<file path="src/rtl/udp_oe_tx_chan_sched_if.sv">
// Stream bundle between the per-channel UDP packetizers, the TX scheduler and the MAC.
// The slave modport is the scheduler's view; the master modport is the surrounding fabric.
interface udp_oe_tx_chan_sched_if #(
  parameter int NUM_CHAN = 2,
  parameter int DATA_W   = 64
);
  localparam int KEEP_W = DATA_W / 8;

  logic [NUM_CHAN-1:0]        in_tvalid;
  logic [NUM_CHAN-1:0]        in_tready;
  logic [NUM_CHAN*DATA_W-1:0] in_tdata;
  logic [NUM_CHAN*KEEP_W-1:0] in_tkeep;
  logic [NUM_CHAN-1:0]        in_tlast;

  logic              out_tvalid;
  logic              out_tready;
  logic [DATA_W-1:0] out_tdata;
  logic [KEEP_W-1:0] out_tkeep;
  logic              out_tlast;
  logic              out_tuser;

  modport master (
    output in_tvalid, in_tdata, in_tkeep, in_tlast, out_tready,
    input  in_tready, out_tvalid, out_tdata, out_tkeep, out_tlast, out_tuser
  );

  modport slave (
    input  in_tvalid, in_tdata, in_tkeep, in_tlast, out_tready,
    output in_tready, out_tvalid, out_tdata, out_tkeep, out_tlast, out_tuser
  );
endinterface

</file>
<file path="src/rtl/udp_oe_tx_chan_sched.sv">
// Packet-granular round-robin scheduler muxing NUM_CHAN TX streams onto the MAC,
// with clean abort (tuser-marked terminating beat) on channel reset/disable or stall.
module udp_oe_tx_chan_sched #(
  parameter int NUM_CHAN      = 2,
  parameter int DATA_W        = 64,
  parameter int STALL_TIMEOUT = 1024,
  localparam int KEEP_W       = DATA_W / 8
) (
  input  logic                   clk,
  input  logic                   reset_n,
  input  logic [NUM_CHAN-1:0]    chan_en,
  input  logic [NUM_CHAN-1:0]    chan_tx_rst,
  udp_oe_tx_chan_sched_if.slave  bus,
  output logic [3:0]             cur_grant,
  output logic                   busy,
  output logic [15:0]            abort_cnt
);
  typedef enum logic [1:0] {ARB, XFER, ABORT} state_t;

  localparam int CNT_W = $clog2(STALL_TIMEOUT);
  localparam logic [CNT_W-1:0] STALL_MAX = CNT_W'(STALL_TIMEOUT - 1);

  state_t            state, state_nxt;
  logic [3:0]        last_grant, last_grant_nxt;
  logic [CNT_W-1:0]  stall_cnt, stall_nxt;
  logic [15:0]       abort_cnt_nxt;

  logic [NUM_CHAN-1:0] eligible;
  logic [15:0]         elig16;
  logic                arb_found;
  logic [3:0]          arb_pick, scan;

  logic              sel_vld, sel_last, sel_en, sel_rst;
  logic [DATA_W-1:0] sel_data;
  logic [KEEP_W-1:0] sel_keep;
  logic              abort_trig, pass_ready;
  logic [NUM_CHAN-1:0] ready_vec;

  assign eligible = bus.in_tvalid & chan_en & ~chan_tx_rst;
  assign elig16   = 16'(eligible);

  // Round-robin search starting one past the previous winner, wrapping at NUM_CHAN.
  always_comb begin
    arb_found = 1'b0;
    arb_pick  = last_grant;
    scan      = last_grant;
    for (int k = 0; k < NUM_CHAN; k++) begin
      scan = (scan == 4'(NUM_CHAN - 1)) ? 4'd0 : scan + 4'd1;
      if (!arb_found && elig16[scan]) begin
        arb_found = 1'b1;
        arb_pick  = scan;
      end
    end
  end

  // Constant-index mux of the granted channel's signals.
  always_comb begin
    sel_vld  = 1'b0;
    sel_last = 1'b0;
    sel_en   = 1'b0;
    sel_rst  = 1'b0;
    sel_data = '0;
    sel_keep = '0;
    for (int i = 0; i < NUM_CHAN; i++) begin
      if (4'(i) == last_grant) begin
        sel_vld  = bus.in_tvalid[i];
        sel_last = bus.in_tlast[i];
        sel_en   = chan_en[i];
        sel_rst  = chan_tx_rst[i];
        sel_data = bus.in_tdata[i*DATA_W +: DATA_W];
        sel_keep = bus.in_tkeep[i*KEEP_W +: KEEP_W];
      end
    end
  end

  assign abort_trig = sel_rst | ~sel_en | (stall_cnt == STALL_MAX);

  // NOTE: every output of this block gets a default before the case, so no path
  // leaves a variable unassigned and no latch is inferred.
  always_comb begin
    state_nxt      = state;
    last_grant_nxt = last_grant;
    stall_nxt      = stall_cnt;
    abort_cnt_nxt  = abort_cnt;
    pass_ready     = 1'b0;
    busy           = 1'b0;
    bus.out_tvalid = 1'b0;
    bus.out_tdata  = '0;
    bus.out_tkeep  = '0;
    bus.out_tlast  = 1'b0;
    bus.out_tuser  = 1'b0;
    unique case (state)
      ARB: begin
        stall_nxt = '0;
        if (arb_found) begin
          last_grant_nxt = arb_pick;
          state_nxt      = XFER;
        end
      end
      XFER: begin
        busy = 1'b1;
        if (abort_trig) begin
          stall_nxt = '0;
          state_nxt = ABORT;
        end else begin
          bus.out_tvalid = sel_vld;
          bus.out_tdata  = sel_data;
          bus.out_tkeep  = sel_keep;
          bus.out_tlast  = sel_last;
          pass_ready     = bus.out_tready;
          stall_nxt      = sel_vld ? '0 : stall_cnt + 1'b1;
          if (sel_vld && bus.out_tready && sel_last) state_nxt = ARB;
        end
      end
      ABORT: begin
        busy           = 1'b1;
        bus.out_tvalid = 1'b1;
        bus.out_tlast  = 1'b1;
        bus.out_tuser  = 1'b1;
        if (bus.out_tready) begin
          if (abort_cnt != 16'hFFFF) abort_cnt_nxt = abort_cnt + 16'd1;
          state_nxt = ARB;
        end
      end
      default: state_nxt = ARB;
    endcase
  end

  always_comb begin
    ready_vec = '0;
    for (int i = 0; i < NUM_CHAN; i++) begin
      if (4'(i) == last_grant) ready_vec[i] = pass_ready;
    end
  end

  assign bus.in_tready = ready_vec;
  assign cur_grant     = busy ? last_grant : 4'd0;

  // NOTE: state registers use non-blocking assignments so every flop samples
  // the pre-edge values regardless of block evaluation order.
  always_ff @(posedge clk or negedge reset_n) begin
    if (!reset_n) begin
      state      <= ARB;
      last_grant <= 4'(NUM_CHAN - 1);
      stall_cnt  <= '0;
      abort_cnt  <= '0;
    end else begin
      state      <= state_nxt;
      last_grant <= last_grant_nxt;
      stall_cnt  <= stall_nxt;
      abort_cnt  <= abort_cnt_nxt;
    end
  end
endmodule

</file>
<file path="src/flat_wrapper.sv">
// flat-port wrapper written by rule: the top's interface ports become plain ports
module udp_oe_tx_chan_sched_flat 
#(
  parameter int NUM_CHAN      = 2,
  parameter int DATA_W        = 64,
  parameter int STALL_TIMEOUT = 1024,
  localparam int KEEP_W       = DATA_W / 8
)
  (clk, reset_n, chan_en, chan_tx_rst, cur_grant, busy, abort_cnt, bus_in_tvalid, bus_in_tdata, bus_in_tkeep, bus_in_tlast, bus_out_tready, bus_in_tready, bus_out_tvalid, bus_out_tdata, bus_out_tkeep, bus_out_tlast, bus_out_tuser);
  udp_oe_tx_chan_sched_if #(.NUM_CHAN(NUM_CHAN), .DATA_W(DATA_W)) bus_i ();
  input  logic clk;
  input  logic reset_n;
  input  logic [NUM_CHAN-1:0] chan_en;
  input  logic [NUM_CHAN-1:0] chan_tx_rst;
  output logic [3:0] cur_grant;
  output logic busy;
  output logic [15:0] abort_cnt;
  input wire logic [$bits(bus_i.in_tvalid)-1:0] bus_in_tvalid;
  input wire logic [$bits(bus_i.in_tdata)-1:0] bus_in_tdata;
  input wire logic [$bits(bus_i.in_tkeep)-1:0] bus_in_tkeep;
  input wire logic [$bits(bus_i.in_tlast)-1:0] bus_in_tlast;
  input wire logic [$bits(bus_i.out_tready)-1:0] bus_out_tready;
  output wire logic [$bits(bus_i.in_tready)-1:0] bus_in_tready;
  output wire logic [$bits(bus_i.out_tvalid)-1:0] bus_out_tvalid;
  output wire logic [$bits(bus_i.out_tdata)-1:0] bus_out_tdata;
  output wire logic [$bits(bus_i.out_tkeep)-1:0] bus_out_tkeep;
  output wire logic [$bits(bus_i.out_tlast)-1:0] bus_out_tlast;
  output wire logic [$bits(bus_i.out_tuser)-1:0] bus_out_tuser;
  assign bus_i.in_tvalid = bus_in_tvalid;
  assign bus_i.in_tdata = bus_in_tdata;
  assign bus_i.in_tkeep = bus_in_tkeep;
  assign bus_i.in_tlast = bus_in_tlast;
  assign bus_i.out_tready = bus_out_tready;
  assign bus_in_tready = bus_i.in_tready;
  assign bus_out_tvalid = bus_i.out_tvalid;
  assign bus_out_tdata = bus_i.out_tdata;
  assign bus_out_tkeep = bus_i.out_tkeep;
  assign bus_out_tlast = bus_i.out_tlast;
  assign bus_out_tuser = bus_i.out_tuser;
  udp_oe_tx_chan_sched #(.NUM_CHAN(NUM_CHAN), .DATA_W(DATA_W), .STALL_TIMEOUT(STALL_TIMEOUT)) u_core (.clk(clk), .reset_n(reset_n), .chan_en(chan_en), .chan_tx_rst(chan_tx_rst), .bus(bus_i), .cur_grant(cur_grant), .busy(busy), .abort_cnt(abort_cnt));
endmodule
</file>
<file path="config.mk">
export PLATFORM = sky130hd
export DESIGN_NAME = udp_oe_tx_chan_sched_flat
export DESIGN_NICKNAME = d
export VERILOG_FILES = /design/src/rtl/udp_oe_tx_chan_sched_if.sv /design/src/rtl/udp_oe_tx_chan_sched.sv /design/src/flat_wrapper.sv
export SDC_FILE = /design/constraint.sdc
export NUM_CORES = 1
export LEC_CHECK = 0
export CAP_MARGIN = 40
export CELL_PAD_IN_SITES_DETAIL_PLACEMENT = 1
export CELL_PAD_IN_SITES_GLOBAL_PLACEMENT = 2
export CORE_ASPECT_RATIO = 2
export CORE_MARGIN = 8
export CORE_UTILIZATION = 15
export DETAILED_ROUTE_END_ITERATION = 10
export PLACE_DENSITY = 0.83
export SLEW_MARGIN = 20
export SYNTH_ARGS = -nofsm -noshare
export SYNTH_HDL_FRONTEND = slang
export SYNTH_SLANG_ARGS = --single-unit
export TNS_END_PERCENT = 50
</file>
<file path="constraint.sdc">
create_clock -name clk -period 3 [get_ports clk]
set_input_delay 0.3 -clock clk [delete_from_list [all_inputs] [get_ports clk]]
set_output_delay 0.3 -clock clk [all_outputs]
set_load 0.005 [all_outputs]
</file>
final_congestion.png
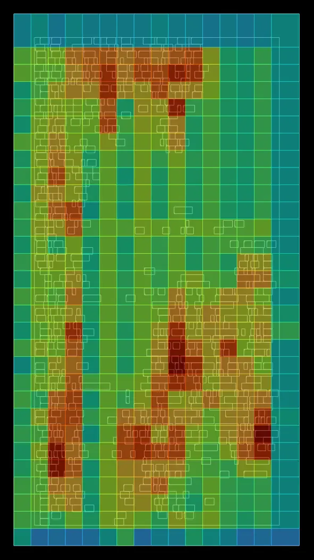
All-Layer GR Usage: 13.65%
Layout Utilization: 32.15%

cell_classes.png
Scale bar: 20 um.
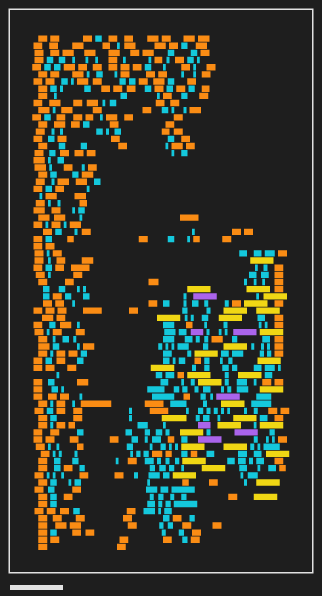
Key: flip-flops = yellow [cells 32]; clock drivers and dummy loads = purple [cells 7]; all other logic = cyan [cells 321]; other buffers and delay cells = orange [cells 273]

gate_families.png
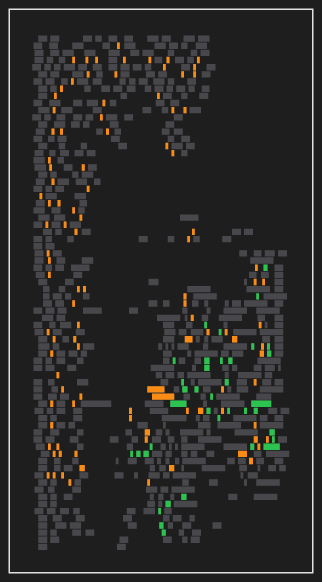
Key: NAND gates = green [cells 37]; NOR gates = orange [cells 103, where spread over the die]

==> out/metrics.yaml <==
outcome:
  status: "finished, final reports clean"
critical_path:
  cp_cell_sequence: "ha_4, nor3b_4, buf_6, buf_6, a22oi_1, nor2_1, o21a_1, clkdlybuf4s50_1"
  critPathMostFrequentCell: "buf_6"
  crit_arrival_ns: 2.61
  path_depth: 8
  reg2reg_slack_ns: 0.26
  r2r-end: "u_core.stall_cnt[3]$_DFFE_PN0P_"
  reg2reg_depth: 10
  setup.worst_path.start: "u_core.last_grant[0]$_DFFE_PN1P_"
  crit_buf_inv: 3
  critPathLaunchType: "register"
  critical_path_class: "reg -> out"
  critPathMaxFanout: 17
  slowest_stage: "dfstp_2"
  cp-end-kind: "output pin"
  cpPeakStageDelay_ns: 0.58
  required_ns: 2.70
  worstReg2RegStart: "u_core.last_grant[0]$_DFFE_PN1P_"
  critPathTopFamily: "buffers and inverters"
  cp-endpoint: "bus_out_tlast"
place:
  dp_hpwl_mm: 14.55
  port_buffers: 252
  place_inst: 879
  placed_cell_area_sq_mm: 0.005833
  place_congestion: 0.8076
cells_and_area:
  flop_area_sq_um: 802.0
  bufAreaShareNonClock_pct: 46.39
  clk_share_pct: 2.463
  comb_cells: 307
  nFillCells: 2331
  seq_share_pct: 12.94
  comb_area_share_pct: 32.10
  nClkBuffers: 7
  comb_area_sq_mm: 0.001989
  dominant_cells: "buffers"
  area_delta_synth_final_pct: 111.9
  drive_gt1_share_pct: 7.425
  stdcell_count: 893
  reg_top3: "u_core.abort_cnt: 16 flops, u_core.stall_cnt: 10 flops, u_core.last_grant: 4 flops"
  fin_area_sq_mm: 0.006198
  regMostFlops: "u_core.abort_cnt"
  largest_reg_flops: 16
  fin_nets: 798
  antenna_cells: 1
  ff_count: 32
  mostFrequentLayoutCell: "clkdlybuf4s50_1"
  n_all_buffers: 273
die:
  rows: 72
  core_sq_mm: 0.01928
  die_w_um: 114.7
  chipArea_sq_mm: 0.02450
  ioPinCount: 253
  n_tap_cell: 259
  die_h_um: 213.5
  fp-utilization_pct: 15.17
pwr:
  fin_total_pwr_mw: 1.184
  comb_cell_power_mw: 0.226
  internal-power_mw: 0.9569
  power_frac_comb_pct: 19.1
  p_leak_nw: 2.954
  power.density_mw_per_mm2: 190.9
  top_power_group: "clock"
  p_seq_mw: 0.432
  power.share.clock_pct: 44.4
  pg_clk_mw: 0.525
  seqPwrFrac_pct: 36.5
  switching_share_pct: 19.14
  ir_worst_vdd_v: 0.0001623
  netSwitchingPower_mw: 0.2266
route:
  via_count: 4014
  final_antenna_net_count: 0
  wl_met1_mm: 5.468
  drt_iter0_drc: 117
  drc: 0
  wirelength_mm: 17.44
  first_pass_iters: 4
  top_layer_used: "met4"
  wl_met2_mm: 9.371
clock_network:
  holdBufCountCts: 0
  htreeDepth: 2
  cts.sinks: 32
  postCtsSetupRepairBufs: 2
  cts_tree: "done"
  clockBufferDepth: 2
  cts_root_buf: "clkbuf_16"
  clk_latency_ns: 0.28
  cts_buffers: 5
worst_hold_path:
  hold_class: "in -> async"
sta:
  fmax_ghz: 0.3434
  period_used_pct: 97.06
  whs_ns: 0.4393
  period_needed_ns: 2.912
  tightest_slew_ns: 0.6169
  setup_violations: 0
  rsz0062_at_grt: "yes"
  fin_skew_ns: 0.003973
  slew_viol_final: 0
  fin_ws_ns: 0.08812
  tns_ns: 0
  maxSlewHeadroom_pct: 58.72
  hold_violations: 0
global_routing:
  grt.overflow.total: 0
  use_met3_pct: 6.573
  grt_pass1_wl_mm: 26.02
  grt_pass1_vias: 4696
  antenna_found_initial: 1
  grt_max_degree: 75
  gr-usage-met2_pct: 25.88
  grt.busiest_layer: "met2"
  use_met1_pct: 12.14
synthesis:
  edf_count: 0
  ys_sh_simple_pct: 25.71
  logic_family: "AND-OR/OR-AND gates"
  yosysMostFrequentCell: "nor2_1"
  yosys_warnings: 0
  seq_area_frac_synth_pct: 27.42
  synthTopCellsByArea: "dfrtp_1 27%, a22oi_1 19%, nor2_1 12%, ha_1 4.3%, xor2_1 3.0%"
  mux_share_pct: 1.411
  synth_top_flop_cell: "dfrtp_1"
  ys_sh_aoi_pct: 29.81
  synth.net_count: 547
  synthCells: 382
  top_cells_by_count: "91 x nor2_1, 74 x a22oi_1, 31 x dfrtp_1"
  synth_area_sq_mm: 0.002925
  yosysChipArea_sq_mm: 0.002925
  xor_area_share_pct: 5.389
  async_flop_share_pct: 100.0
  synthDistinctLibCells: 48
  yosysTopAreaCell: "dfrtp_1"
  ys_cells: 382
job:
  maxCapViolations: 0
No activity file was given, so power comes from the tool's default toggle rates.
